Figure 1. Placed cells, one color a class (run 1).
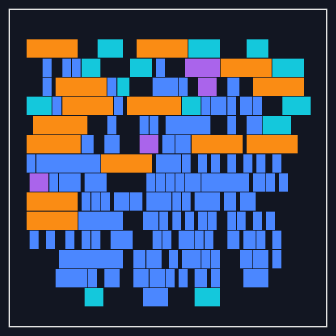
Figure 2. Clock network drawn from the DEF (run 1).
Scale bar: 10 um.
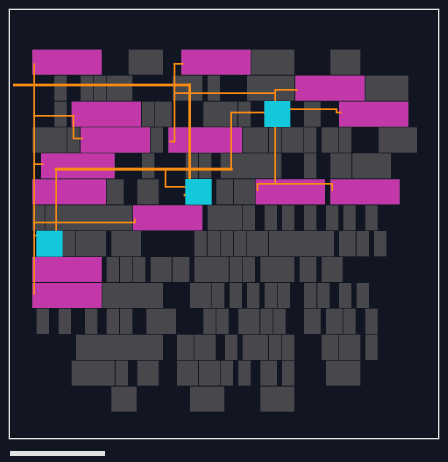
Figure 3. Sequential cells colored by netlist name (run 1).
Other sequential cells in the stronger gray, the rest of the logic in the fainter gray.
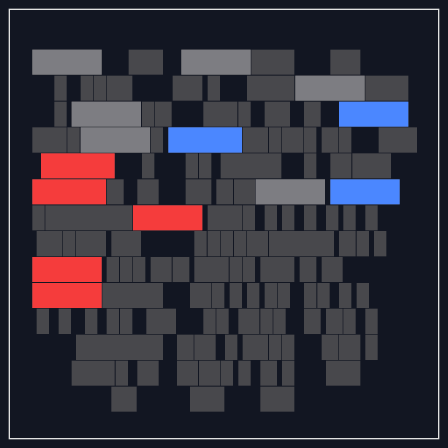
<file path="src/rtl/io_supply_seq.sv">
// io_supply_seq: core-side sequencer for the IO-ring supplies.
// Debounces the synchronized VDDIO power-good, then releases pad isolation
// and enables output drivers in order; reverses the order on power-down and
// forces pads safe in one cycle on supply loss.
// Optional build macro: IO_SUPPLY_SEQ_FAULT_LATCH_EN
//   defined   -> supply loss parks in FAULT with fault_o held until en_i=0
//   undefined -> supply loss returns to WAIT_PG, fault_o is a 1-cycle pulse
module io_supply_seq #(
  parameter int DEBOUNCE_CYCLES = 16,
  parameter int STEP_CYCLES     = 4
) (
  input  logic clk,
  input  logic rst,
  input  logic en_i,
  input  logic pg_async_i,
  output logic iso_en_o,
  output logic drv_en_o,
  output logic ready_o,
  output logic fault_o
);

  localparam int MAXC = (DEBOUNCE_CYCLES > STEP_CYCLES) ? DEBOUNCE_CYCLES : STEP_CYCLES;
  localparam int CW   = $clog2(MAXC + 1);
  localparam logic [CW-1:0] DEB_LAST  = CW'(DEBOUNCE_CYCLES - 1);
  localparam logic [CW-1:0] STEP_LAST = CW'(STEP_CYCLES - 1);

  typedef enum logic [2:0] {
    ST_OFF     = 3'd0,
    ST_WAIT_PG = 3'd1,
    ST_UNISO   = 3'd2,
    ST_DRV     = 3'd3,
    ST_ON      = 3'd4,
    ST_PD_DRV  = 3'd5,
`ifdef IO_SUPPLY_SEQ_FAULT_LATCH_EN
    ST_PD_ISO  = 3'd6,
    ST_FAULT   = 3'd7
`else
    ST_PD_ISO  = 3'd6
`endif
  } state_t;

`ifdef IO_SUPPLY_SEQ_FAULT_LATCH_EN
  localparam state_t LOSS_TGT = ST_FAULT;
`else
  localparam state_t LOSS_TGT = ST_WAIT_PG;
`endif

  logic          r_pg_meta, r_pg_s;
  state_t        r_state;
  logic [CW-1:0] r_cnt;
  state_t        w_state_nxt;
  logic [CW-1:0] w_cnt_nxt;
  logic          w_loss;

  // Two-flop synchronizer for the asynchronous power-good
  always_ff @(posedge clk) begin
    if (rst) begin
      r_pg_meta <= 1'b0;
      r_pg_s    <= 1'b0;
    end else begin
      r_pg_meta <= pg_async_i;
      r_pg_s    <= r_pg_meta;
    end
  end

  // Next-state and dwell counter; supply loss overrides everything else
  always_comb begin
    w_state_nxt = r_state;
    w_cnt_nxt   = '0;
    w_loss      = 1'b0;
    case (r_state)
      ST_OFF: begin
        if (en_i) w_state_nxt = ST_WAIT_PG;
      end
      ST_WAIT_PG: begin
        if (!en_i)                   w_state_nxt = ST_OFF;
        else if (r_pg_s) begin
          if (r_cnt == DEB_LAST)     w_state_nxt = ST_UNISO;
          else                       w_cnt_nxt   = r_cnt + 1'b1;
        end
      end
      ST_UNISO: begin
        if (!r_pg_s)                 w_loss      = 1'b1;
        else if (!en_i)              w_state_nxt = ST_PD_DRV;
        else if (r_cnt == STEP_LAST) w_state_nxt = ST_DRV;
        else                         w_cnt_nxt   = r_cnt + 1'b1;
      end
      ST_DRV: begin
        if (!r_pg_s)                 w_loss      = 1'b1;
        else if (!en_i)              w_state_nxt = ST_PD_DRV;
        else if (r_cnt == STEP_LAST) w_state_nxt = ST_ON;
        else                         w_cnt_nxt   = r_cnt + 1'b1;
      end
      ST_ON: begin
        if (!r_pg_s)                 w_loss      = 1'b1;
        else if (!en_i)              w_state_nxt = ST_PD_DRV;
      end
      // Power-down runs to completion; en_i is only looked at again in OFF
      ST_PD_DRV: begin
        if (!r_pg_s)                 w_loss      = 1'b1;
        else if (r_cnt == STEP_LAST) w_state_nxt = ST_PD_ISO;
        else                         w_cnt_nxt   = r_cnt + 1'b1;
      end
      ST_PD_ISO: begin
        if (!r_pg_s)                 w_loss      = 1'b1;
        else if (r_cnt == STEP_LAST) w_state_nxt = ST_OFF;
        else                         w_cnt_nxt   = r_cnt + 1'b1;
      end
`ifdef IO_SUPPLY_SEQ_FAULT_LATCH_EN
      ST_FAULT: begin
        if (!en_i) w_state_nxt = ST_OFF;
      end
`endif
      default: w_state_nxt = ST_OFF;
    endcase
    if (w_loss) begin
      w_state_nxt = LOSS_TGT;
      w_cnt_nxt   = '0;
    end
  end

  // State and counter registers
  always_ff @(posedge clk) begin
    if (rst) begin
      r_state <= ST_OFF;
      r_cnt   <= '0;
    end else begin
      r_state <= w_state_nxt;
      r_cnt   <= w_cnt_nxt;
    end
  end

  // Registered pad controls, decoded so they always track the state register
  always_ff @(posedge clk) begin
    if (rst) begin
      iso_en_o <= 1'b1;
      drv_en_o <= 1'b0;
      ready_o  <= 1'b0;
      fault_o  <= 1'b0;
    end else begin
      iso_en_o <= (w_state_nxt == ST_OFF) || (w_state_nxt == ST_WAIT_PG) ||
                  (w_state_nxt == ST_PD_ISO) || (w_state_nxt == LOSS_TGT);
      drv_en_o <= (w_state_nxt == ST_DRV) || (w_state_nxt == ST_ON);
      ready_o  <= (w_state_nxt == ST_ON);
`ifdef IO_SUPPLY_SEQ_FAULT_LATCH_EN
      fault_o  <= (w_state_nxt == ST_FAULT);
`else
      fault_o  <= w_loss;
`endif
    end
  end

endmodule
</file>
<file path="config.mk">
export PLATFORM = sky130hd
export DESIGN_NAME = io_supply_seq
export DESIGN_NICKNAME = d
export VERILOG_FILES = /design/src/rtl/io_supply_seq.sv
export SDC_FILE = /design/constraint.sdc
export NUM_CORES = 1
export LEC_CHECK = 0
export ABC_AREA = 1
export CORE_MARGIN = 2
export CORE_UTILIZATION = 49
export DETAILED_ROUTE_END_ITERATION = 12
export GPL_TIMING_DRIVEN = 0
export PLACE_DENSITY = 0.73
export SLEW_MARGIN = 30
export SYNTH_ARGS = -nofsm -noshare
export SYNTH_HDL_FRONTEND = slang
export SYNTH_SLANG_ARGS = --single-unit
export TNS_END_PERCENT = 100
</file>
<file path="constraint.sdc">
create_clock -name clk -period 1.5 [get_ports clk]
set_input_delay 0.3 -clock clk [delete_from_list [all_inputs] [get_ports clk]]
set_output_delay 0.3 -clock clk [all_outputs]
set_load 0.02 [all_outputs]
</file>
==> results.txt, run 1 <==
Final Critical Period = 1.500 ns
final hold slack = 0.4047 ns
M1 GR Usage = 22.69%
Power Density = 652.7 nW/um^2
and-or/or-and share of the synthesized area = 5.793%
Critical Path Max Stage Delay = 0.34 ns
MUX share of area = 0%
Area growth, synth to finish = 29.27%
fp util = 53.25%
Crit path max-delay family = simple AND/OR/NAND/NOR gates
chip area = 2018 um^2
Post-Syn Area = 820.8 um^2
Hold Fails Final Rpt = 0
crit path capture = drv_en_o
P_seq = 0.379 mW
Post-Route M1 WL = 768 um
Vias = 788
outcome = finished, final reports clean
CP Buf/Inv Count = 3
Design Area, Final = 1061 um^2
Overflow after GRT = 0
most frequent CP cell = nand2_1
chip area line of the yosys report = 820.8 um^2
met3 routed WL = 76 um
n_diodes = 0
die height = 44.93 um
Non-clock buffers = 13
Final #Nets = 145
cell type with the largest total area = dfxtp_1
top cells by count = nand2_1 (34), inv_1 (17), nand3_1 (16), nor2_1 (16), dfxtp_1 (14)
DR iter-0 viols = 8
io pins = 8
hold_buf cts = 0
slowest CP cell = dfxtp_2
About Figure 1:
[orange] sequential cells | cells: 14 | share of their area: 27%
[cyan] remaining buffers and delay cells | cells: 13 | share of their area: 12%
[blue] combinational and other logic | cells: 106 | share of their area: 57%
[purple] clock drivers and dummy loads | cells: 4 | share of their area: 3.5%

About Figure 2:
[magenta] flip-flops | count: 14
[cyan] clock drivers | count: 3
[orange] clock wires | length: 167 um
routed clock nets: 4

About Figure 3:
[red] `r_cnt` | sequential cells: 5 | where: left middle
[blue] `r_state` | sequential cells: 3

Figure 4. Routed metal per tile (run 1).
The die is cut into 9 by 9 equal tiles; dark blue is low, red is high, scaled to the fullest tile. Values are wire area over tile area, all layers added.
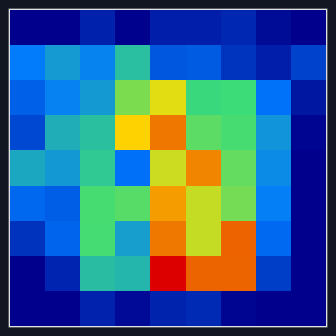

## Run 2: what changed since run 1
--- a/config.mk
+++ b/config.mk
@@ -10,4 +10,5 @@
 export CORE_UTILIZATION = 49
 export DETAILED_ROUTE_END_ITERATION = 12
+export GPL_ROUTABILITY_DRIVEN = 0
 export GPL_TIMING_DRIVEN = 0
 export PLACE_DENSITY = 0.73
==> constraint.sdc (replaced) <==
create_clock -name clk -period 1.5 [get_ports clk]
set_input_delay 0.15 -clock clk [delete_from_list [all_inputs] [get_ports clk]]
set_output_delay 0.15 -clock clk [all_outputs]
set_load 0.02 [all_outputs]
Figure 5. Routed metal per tile (run 2).
The die is cut into 9 by 9 equal tiles; dark blue is low, red is high, scaled to the fullest tile. Values are wire area over tile area, all layers added.
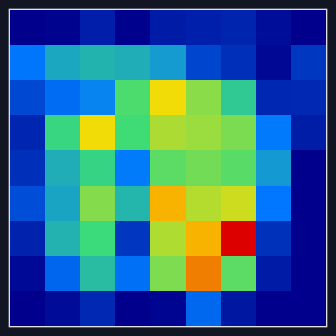
mean over tiles: 0.13
nearly empty tiles: 19%
tiles over half the peak: 26%
fullest tile: 0.46

Figure 6. Placed cells, one color a class (run 2).
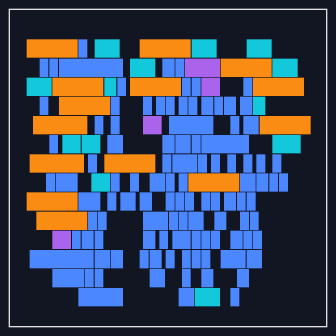
[orange] sequential cells | cells: 14 | share of their area: 28%
[cyan] remaining buffers and delay cells | cells: 13 | share of their area: 11%
[blue] combinational and other logic | cells: 106 | share of their area: 57%
[purple] clock drivers and dummy loads | cells: 4 | share of their area: 3.6%

==> run 2 against run 1 <==
  * Maximum frequency up 2.3%
  * First-iteration DRC count up 88%
  * Die area unchanged
  * Critical path type unchanged
  * Design area down 3.4%
  * Synthesized cell count unchanged
==> results.txt, run 2 <==
outcome = finished, final reports clean
Crit path max-delay family = simple AND/OR/NAND/NOR gates
cell type with the largest total area = dfxtp_1
MUX share of area = 0% (unchanged)
top cells by count = nand2_1 (34), inv_1 (17), nand3_1 (16), nor2_1 (16), dfxtp_1 (14)
chip area = 2018 um^2 (unchanged)
Hold WC Path Type = in -> reg
DR iter-0 viols = 15 (+7)
inverter count = 19
Design Area, Final = 1025 um^2 (-3.4%)
die height = 44.93 um (unchanged)
fp util = 53.25% (unchanged)
Clock Network Area Fraction = 3.541%
io pins = 8 (unchanged)
Non-clock buffers = 13 (unchanged)
Final #Nets = 145 (unchanged)
DR top layer = met4
most frequent CP cell = nand2_1
Insertion Delay late pin = 0.29 ns
Final Critical Period = 1.467 ns (-0.03305 ns)
Post-Syn Area = 820.8 um^2 (unchanged)
P_seq = 0.379 mW (about the same)
Post-Route M1 WL = 742 um (-3.4%)
M1 GR Usage = 21.34% (-1.4 points)
Post-Place Cells = 146
Overflow after GRT = 0 (unchanged)
crit path capture = drv_en_o
and-or/or-and share of the synthesized area = 5.793% (unchanged)
Vias = 783 (-0.63%)
CTS clock-pin slew for the worst setup and hold paths = 0.08 ns
CP Buf/Inv Count = 2 (-1)
final setup TNS = 0 ns
Cell Count, Final, Fillers Out = 153
Critical Path Max Stage Delay = 0.36 ns (+0.02 ns)
slowest CP cell = dfxtp_2
met3 routed WL = 81 um (+6.6%)
max-slew violation count = 0
Worst EP arrival = 1.65 ns
metal2 WL = 852 um
hold_buf cts = 0 (unchanged)
n_diodes = 0 (unchanged)
combinational share of cell area = 48.84%
sequential power share = 54.5%
Hold Fails Final Rpt = 0 (unchanged)
Area growth, synth to finish = 24.85%
Critical Path Source Type = register
R2R cell count = 13
final hold slack = 0.3808 ns (-0.02384 ns)
Logic pwr share = 6.6%
Power Density = 678.7 nW/um^2 (+4.0%)
Figure 7. Sequential cells colored by netlist name (run 2).
Other sequential cells in the stronger gray, the rest of the logic in the fainter gray.
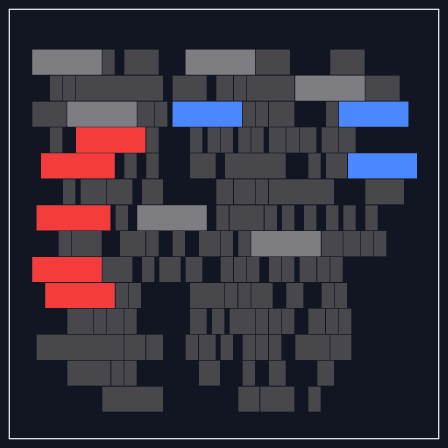

## Run 3: what changed since run 2
CORE_MARGIN = 1.5   (was 2)
PLACE_DENSITY = unset   (was 0.73)
PLACE_DENSITY_LB_ADDON = 0.2   (was unset)
Figure 8. Sequential cells colored by netlist name (run 3).
Other sequential cells in the stronger gray, the rest of the logic in the fainter gray.
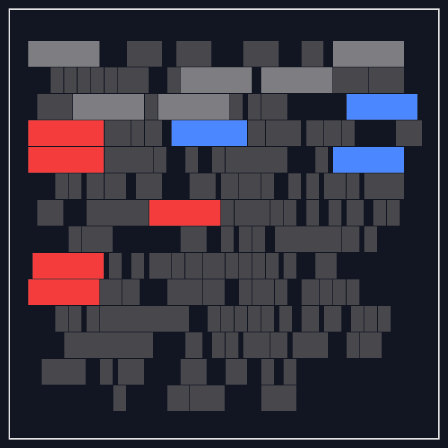
[red] `r_cnt` | sequential cells: 5 | where: left middle
[blue] `r_state` | sequential cells: 3
not colored: 6

==> run 3 against run 2 <==
  * The flow now finishes with violations (setup timing)
  * Final cell count increased by 1.3%
  * Global-route usage increased by 1.2 points
  * Synthesized cell count unchanged
  * Utilization increased by 2.2 points
  * Die area decreased by 4.4%
  * Sequential power about the same
  * Clock skew increased by 0.0062 ns
  * Power decreased by 0.17%
  * Highest routed layer unchanged
==> results.txt, run 3 <==
n_diodes = 0 (unchanged)
DR top layer = met4
Setup violations, final = 2
Post-Place Cells = 146 (unchanged)
met3 routed WL = 91 um (+12%)
Critical Path Source Type = register
cell type with the largest total area = dfxtp_1
sequential power share = 54.6% (about the same)
most frequent CP cell = nand2_1
top cells by count = nand2_1 (34), inv_1 (17), nand3_1 (16), nor2_1 (16), dfxtp_1 (14)
Clock Network Area Fraction = 3.428% (-0.11 points)
slowest CP cell = dfxtp_2
failing checks = setup timing
CTS clock-pin slew for the worst setup and hold paths = 0.09 ns (about the same)
R2R cell count = 14 (+1)
Vias = 809 (+3.3%)
M1 GR Usage = 25.19% (+3.9 points)
Non-clock buffers = 15 (+2)
final hold slack = 0.3906 ns (+0.009724 ns)
Hold WC Path Type = in -> reg
Final Critical Period = 1.518 ns (+0.05128 ns)
final worst slack = -0.01782 ns
Critical Path Max Stage Delay = 0.36 ns (about the same)
outcome = complete, but fails checks
Cell Count, Final, Fillers Out = 155 (+1.3%)
Figure 9. Clock nets (run 3).
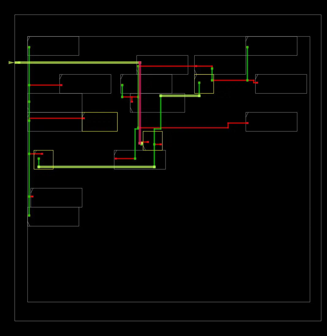
CLK BUF: 4
Insertion Delay late pin: 0.28 ns
CTS Buf Count: 3
CTS Sinks: 14
Clock group: 0.266 mW

Power is estimated from default activity; no workload was simulated.
